run_1/layer_met3.png
(2 px per um)
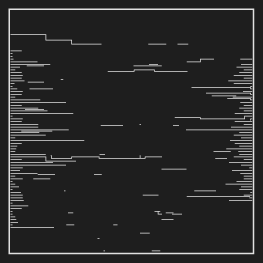
run_1/layer_met2.png
(2 px per um)
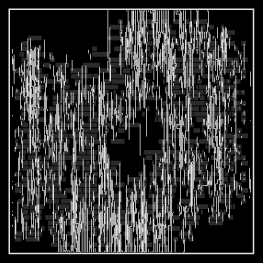
run_1/sizes.png
(4 px per um)
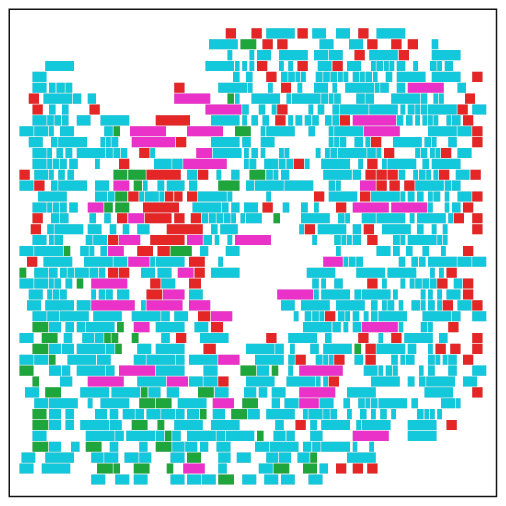
run_1/logic_types.png
(4 px per um)
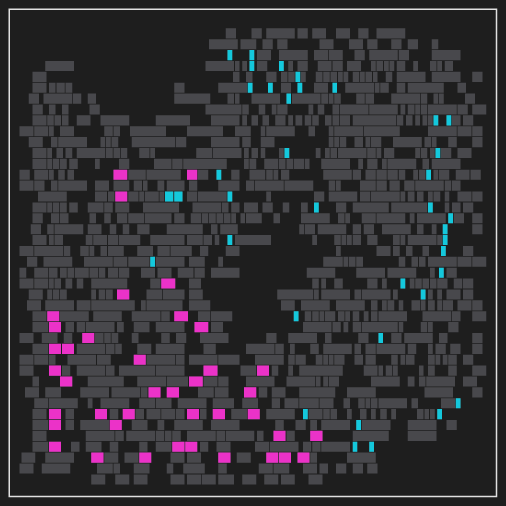
`src/rtl/mem_arbiter.sv`:
```
// Two-port memory arbiter: instruction fetch (I) and data load/store (D) share one memory port.
// Latency: accept at n, mem_en at n+1, mem_rdata sampled at n+1+MEM_LAT, rsp_valid at n+2+MEM_LAT.
// Backpressure: one transaction in flight; ready is only offered in IDLE, to the selected requester.
// Ports: clk/resetn (sync, active-low); i_req_*/i_rsp_* fetch port; d_req_*/d_rsp_* data port;
//        mem_* single-cycle-strobe memory port with MEM_LAT-cycle read latency; busy = not IDLE.
module mem_arbiter #(
  parameter int ADDR_W  = 12,
  parameter int MEM_LAT = 1
) (
  input  logic              clk,
  input  logic              resetn,
  input  logic              i_req_valid,
  output logic              i_req_ready,
  input  logic [31:0]       i_req_addr,
  output logic              i_rsp_valid,
  output logic [31:0]       i_rsp_data,
  input  logic              d_req_valid,
  output logic              d_req_ready,
  input  logic [31:0]       d_req_addr,
  input  logic              d_req_we,
  input  logic [31:0]       d_req_wdata,
  input  logic [3:0]        d_req_wstrb,
  output logic              d_rsp_valid,
  output logic [31:0]       d_rsp_data,
  output logic              mem_en,
  output logic [3:0]        mem_we,
  output logic [ADDR_W-1:0] mem_addr,
  output logic [31:0]       mem_wdata,
  input  logic [31:0]       mem_rdata,
  output logic              busy
);

  typedef enum logic [1:0] {IDLE, ACCESS, WAIT, RESP} state_t;

  localparam logic [2:0] LAST_CNT = 3'(MEM_LAT - 1);

  state_t              state, state_nxt;
  logic [2:0]          cnt;
  logic                last_d;     // 1: last grant went to D
  logic                owner_d;
  logic                we_q;
  logic [3:0]          wstrb_q;
  logic [ADDR_W-1:0]   addr_q;
  logic [31:0]         wdata_q;
  logic [31:0]         i_data_q;
  logic [31:0]         d_data_q;

  logic                d_sel, i_sel, accept, wait_done;

  // Only the word-address bits are used; the rest of each byte address is dropped on purpose.
  logic                unused_addr_bits;
  assign unused_addr_bits = ^{i_req_addr, d_req_addr};

  // On a conflict, favour whoever did not win last time.
  assign d_sel     = d_req_valid && (!i_req_valid || !last_d);
  assign i_sel     = i_req_valid && !d_sel;
  assign accept    = (state == IDLE) && (i_sel || d_sel);
  assign wait_done = (state == WAIT) && (cnt == LAST_CNT);

  always_comb begin
    state_nxt   = state;
    i_req_ready = 1'b0;
    d_req_ready = 1'b0;
    mem_en      = 1'b0;
    mem_we      = 4'b0;
    i_rsp_valid = 1'b0;
    d_rsp_valid = 1'b0;
    busy        = (state != IDLE);
    case (state)
      IDLE: begin
        i_req_ready = i_sel;
        d_req_ready = d_sel;
        if (i_sel || d_sel) state_nxt = ACCESS;
      end
      ACCESS: begin
        mem_en    = 1'b1;
        mem_we    = we_q ? wstrb_q : 4'b0;
        state_nxt = WAIT;
      end
      WAIT: begin
        if (wait_done) state_nxt = RESP;
      end
      RESP: begin
        i_rsp_valid = !owner_d;
        d_rsp_valid = owner_d;
        state_nxt   = IDLE;
      end
      default: state_nxt = IDLE;
    endcase
    // Reset is synchronous, so the state can still be non-IDLE while resetn is low;
    // mask every strobe so nothing (including a pending write) escapes in that cycle.
    if (!resetn) begin
      i_req_ready = 1'b0;
      d_req_ready = 1'b0;
      mem_en      = 1'b0;
      mem_we      = 4'b0;
      i_rsp_valid = 1'b0;
      d_rsp_valid = 1'b0;
      busy        = 1'b0;
    end
  end

  assign mem_addr   = resetn ? addr_q   : '0;
  assign mem_wdata  = resetn ? wdata_q  : '0;
  assign i_rsp_data = resetn ? i_data_q : '0;
  assign d_rsp_data = resetn ? d_data_q : '0;

  always_ff @(posedge clk) begin
    if (!resetn) begin
      state    <= IDLE;
      cnt      <= 3'd0;
      last_d   <= 1'b0;
      owner_d  <= 1'b0;
      we_q     <= 1'b0;
      wstrb_q  <= 4'b0;
      addr_q   <= '0;
      wdata_q  <= 32'h0;
      i_data_q <= 32'h0;
      d_data_q <= 32'h0;
    end else begin
      state <= state_nxt;

      if (state == ACCESS)
        cnt <= 3'd0;
      else if ((state == WAIT) && !wait_done)
        cnt <= cnt + 3'd1;

      // Request fields are snapshotted here so later input changes cannot disturb the access.
      if (accept) begin
        owner_d <= d_sel;
        last_d  <= d_sel;
        if (d_sel) begin
          addr_q  <= d_req_addr[ADDR_W+1:2];
          wdata_q <= d_req_wdata;
          we_q    <= d_req_we;
          wstrb_q <= d_req_wstrb;
        end else begin
          addr_q  <= i_req_addr[ADDR_W+1:2];
          wdata_q <= 32'h0;
          we_q    <= 1'b0;
          wstrb_q <= 4'b0;
        end
      end

      // Response data lands on the edge into RESP and is held until the owner's next response.
      if (wait_done) begin
        if (owner_d)
          d_data_q <= we_q ? 32'h0 : mem_rdata;
        else
          i_data_q <= mem_rdata;
      end
    end
  end

endmodule

```
`config.mk`:
```
export PLATFORM = sky130hd
export DESIGN_NAME = mem_arbiter
export DESIGN_NICKNAME = d
export VERILOG_FILES = /design/src/rtl/mem_arbiter.sv
export SDC_FILE = /design/constraint.sdc
export NUM_CORES = 1
export LEC_CHECK = 0
export CORE_MARGIN = 2
export CORE_UTILIZATION = 36
export DETAILED_ROUTE_END_ITERATION = 8
export GPL_TIMING_DRIVEN = 0
export PLACE_DENSITY_LB_ADDON = 0.25
export SKIP_LAST_GASP = 1
export SLEW_MARGIN = 15
export SYNTH_ARGS = -nofsm -noshare
export SYNTH_HDL_FRONTEND = slang
export SYNTH_SLANG_ARGS = --single-unit
```
`constraint.sdc`:
```
create_clock -name clk -period 1.6 [get_ports clk]
set_clock_uncertainty 0.15 [all_clocks]
set_input_delay 0.16 -clock clk [delete_from_list [all_inputs] [get_ports clk]]
set_output_delay 0.16 -clock clk [all_outputs]
set_load 0.05 [all_outputs]
```
==> results.yml, run 1 <==
# yosys + openroad results
status:
  status: "finished, violations left"
  violations: "setup timing"
critical_path:
  worstPathRequired_ns: 1.29
  crit_fanout: 4
  slowest_stage: "dfxtp_4"
  criticalPathCategory: "reg2out"
  max_stage_delay_ns: 0.36
  crit_path_start_kind: "flip-flop"
global_route:
  antenna_found_initial: 0
floorplan:
  die-width_um: 121.4
  rows: 42
timing:
  fin_ws_ns: -0.1640
  setup_viol: 59
drt:
  antenna_left: 0
finish:
  final_nets: 992
  n_fill_cell: 1229
  drive_gt1_share_pct: 25.47
synth:
  xor_area_share_pct: 0
  synth-main-ff-cell: "dfxtp_1"
  ys_chip_area_mm2: 0.004965
  syn_inst: 607
  ys_sh_simple_pct: 24.04
cts:
  hold_buffers: 0
  cts.sinks: 119
  clk_pin_slew_ns: 0.05
  numCtsBuffers: 17
  cts-root-buf: "clkbuf_16"
power_and_ir_drop:
  power_frac_comb_pct: 32.5
  maxPowerGroup: "clock"
  powerSeq_mw: 3.67
-- layer_met3.png (at the start) --
The longest straight run is 36.6 um. The layer carries 1420 um of wire.
DR vias: 5020
DRT Wirelength: 15.88 mm
met3 GRT Util: 8.459%

-- layer_met2.png (at the start) --
The longest straight run is 49.0 um. The layer carries 7820 um of wire. The wires run mostly vertical.
GR Util met2: 36.52%

-- sizes.png (at the start) --
Key: _0 and _1 cells = cyan [cells 641, share 75%, most used dfxtp_1]; _3 and _4 cells = red [cells 120, share 14%, most used buf_4]; _2 cells = green [cells 57, share 6.6%, most used clkdlybuf4s15_2]; _6 and larger = magenta [cells 42, share 4.9%, most used clkbuf_16]
area grow syn2layout: 62.73%
Non-clk bufs: 270
fin area: 0.008079 mm^2

-- logic_types.png (at the start) --
Key: inv cells = cyan [cells 38]; non-inverting ao/oa cells = magenta [cells 40]
dominant logic cell type in the layout: dfxtp_1
final std cells w/o fill: 1036

run_1/congestion.png
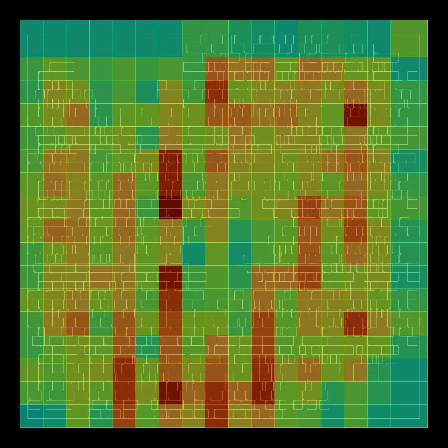

==> inputs of run 2 (changes only) <==
Settings changed: ABC_CLOCK_PERIOD_IN_PS set to 1600, SKIP_LAST_GASP 1 to unset.
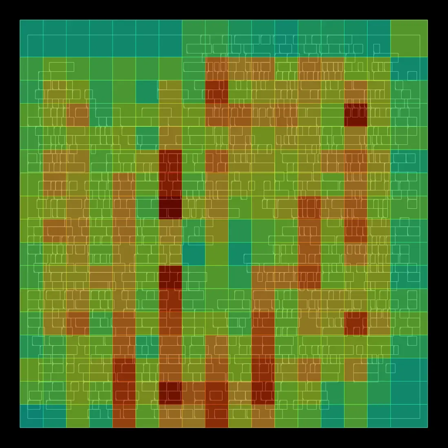
run_2/congestion.png
routing usage on met1: 24.44%
met3 GRT Util: 8.412%
Tot GR Track Use: 21.28%

==> run 2 against run 1 <==
Compared with the run above: the run still ends with setup timing left; core utilization fell by 0.27 points; cell count did not move; sequential share of layout area rose by 0.13 points; clock-buffer cell count did not move; combinational power barely moved; global-route usage did not move; area after synthesis did not move; fmax fell by 0.59%; non-clock buffer count did not move; setup slack got worse by 0.010 ns; via count fell by 0.50%.
==> results.yml, run 2 <==
# yosys + openroad results
status:
  status: "finished, violations left"
  violations: "setup timing"
finish:
  final_common_cell: "dfxtp_1"
  drive_gt1_share_pct: 25.47
  n_fill_cell: 1239
  finalNonFillerCells: 1036
  final_nets: 992
synth:
  synth-main-ff-cell: "dfxtp_1"
  xor_area_share_pct: 0
  ys_sh_simple_pct: 24.04
timing:
  fin_ws_ns: -0.1744
  setup_viol: 62
floorplan:
  rows: 42
  die-width_um: 121.4
drt:
  antenna_left: 0
  vias: 4995
critical_path:
  slowest_stage: "dfxtp_4"
  max_stage_delay_ns: 0.37
  crit_fanout: 5
  worstPathRequired_ns: 1.29
  criticalPathCategory: "reg2out"
power_and_ir_drop:
  powerSeq_mw: 3.67
  maxPowerGroup: "clock"
  power_frac_comb_pct: 32.4
cts:
  hold_buffers: 0
  clk_pin_slew_ns: 0.05
  cts.sinks: 119
global_route:
  met2_usage_pct: 36.59
  antenna_found_initial: 0
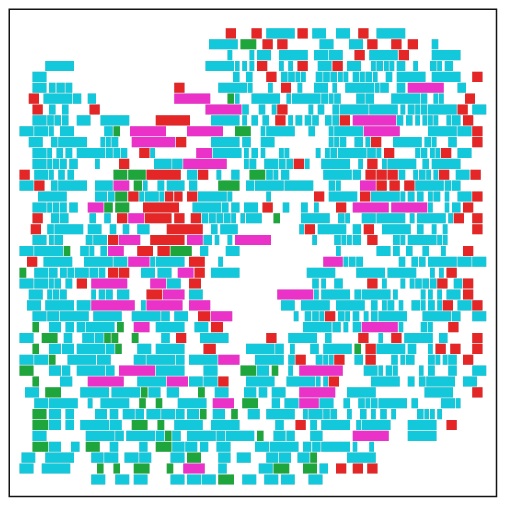
run_2/sizes.png
(4 px per um)
Key: _3 and _4 cells = red [cells 120, share 14%, most used buf_4]; _2 cells = green [cells 56, share 6.5%, most used buf_2]; _6 and larger = magenta [cells 43, share 5.0%, most used clkbuf_16]; _0 and _1 cells = cyan [cells 641, share 75%, most used dfxtp_1]
fin area: 0.008043 mm^2
area grow syn2layout: 62.00%

run_2/logic_types.png
(4 px per um)
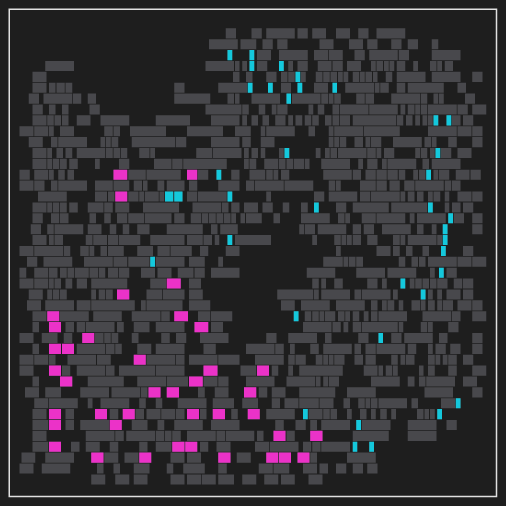

==> inputs of run 3 (changes only) <==
Settings changed: CORE_UTILIZATION 36 to 25, SLEW_MARGIN 15 to unset.
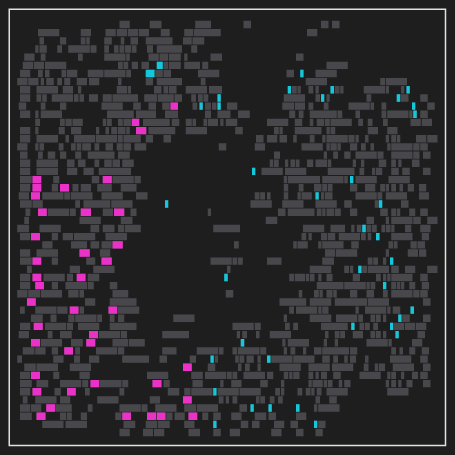
run_3/logic_types.png
(3 px per um)
Key: non-inverting ao/oa cells = magenta [cells 40]; inv cells = cyan [cells 38]
final std cells w/o fill: 1131
Comb/total area: 28.13%

==> run 3 against run 2 <==
Compared with the run above: the run still ends with setup timing left; register-to-register slack improved by 0.02 ns; fmax shrank 2.7%; clock-buffer cell count rose by 1; clock power fell by 6.6%; die area grew 42%; area after synthesis unchanged; power hardly changed.
==> results.yml, run 3 <==
# yosys + openroad results
global_route:
  grtUsageMet1_pct: 18.33
  grtUsageTotal_pct: 15.64
  antenna_found_initial: 0
cts:
  cts-root-buf: "clkbuf_16"
  cts.sinks: 119
critical_path:
  criticalPathCategory: "reg2out"
  max_stage_delay_ns: 0.37
  slowest_stage: "dfxtp_4"
  worstPathRequired_ns: 1.29
finish:
  drive_gt1_share_pct: 26.33
  n_fill_cell: 2015
  final_common_cell: "dfxtp_1"
  final_nets: 998
drt:
  antenna_left: 0
timing:
  fin_ws_ns: -0.2236
  setup_viol: 53
synth:
  xor_area_share_pct: 0
  synth-main-ff-cell: "dfxtp_1"
status:
  violations: "setup timing"
  status: "finished, violations left"
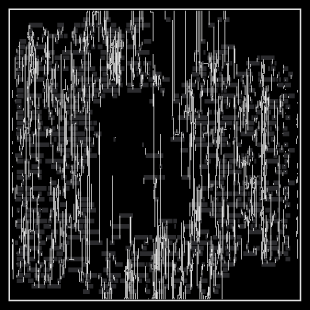
run_3/layer_met2.png
(2 px per um)
The layer holds 45% of the routed length. The longest straight run is 75.8 um.
GR Util met2: 25.19%
DRT Wirelength: 16.82 mm
DR vias: 4927

No activity file was given, so power comes from the tool's default toggle rates.
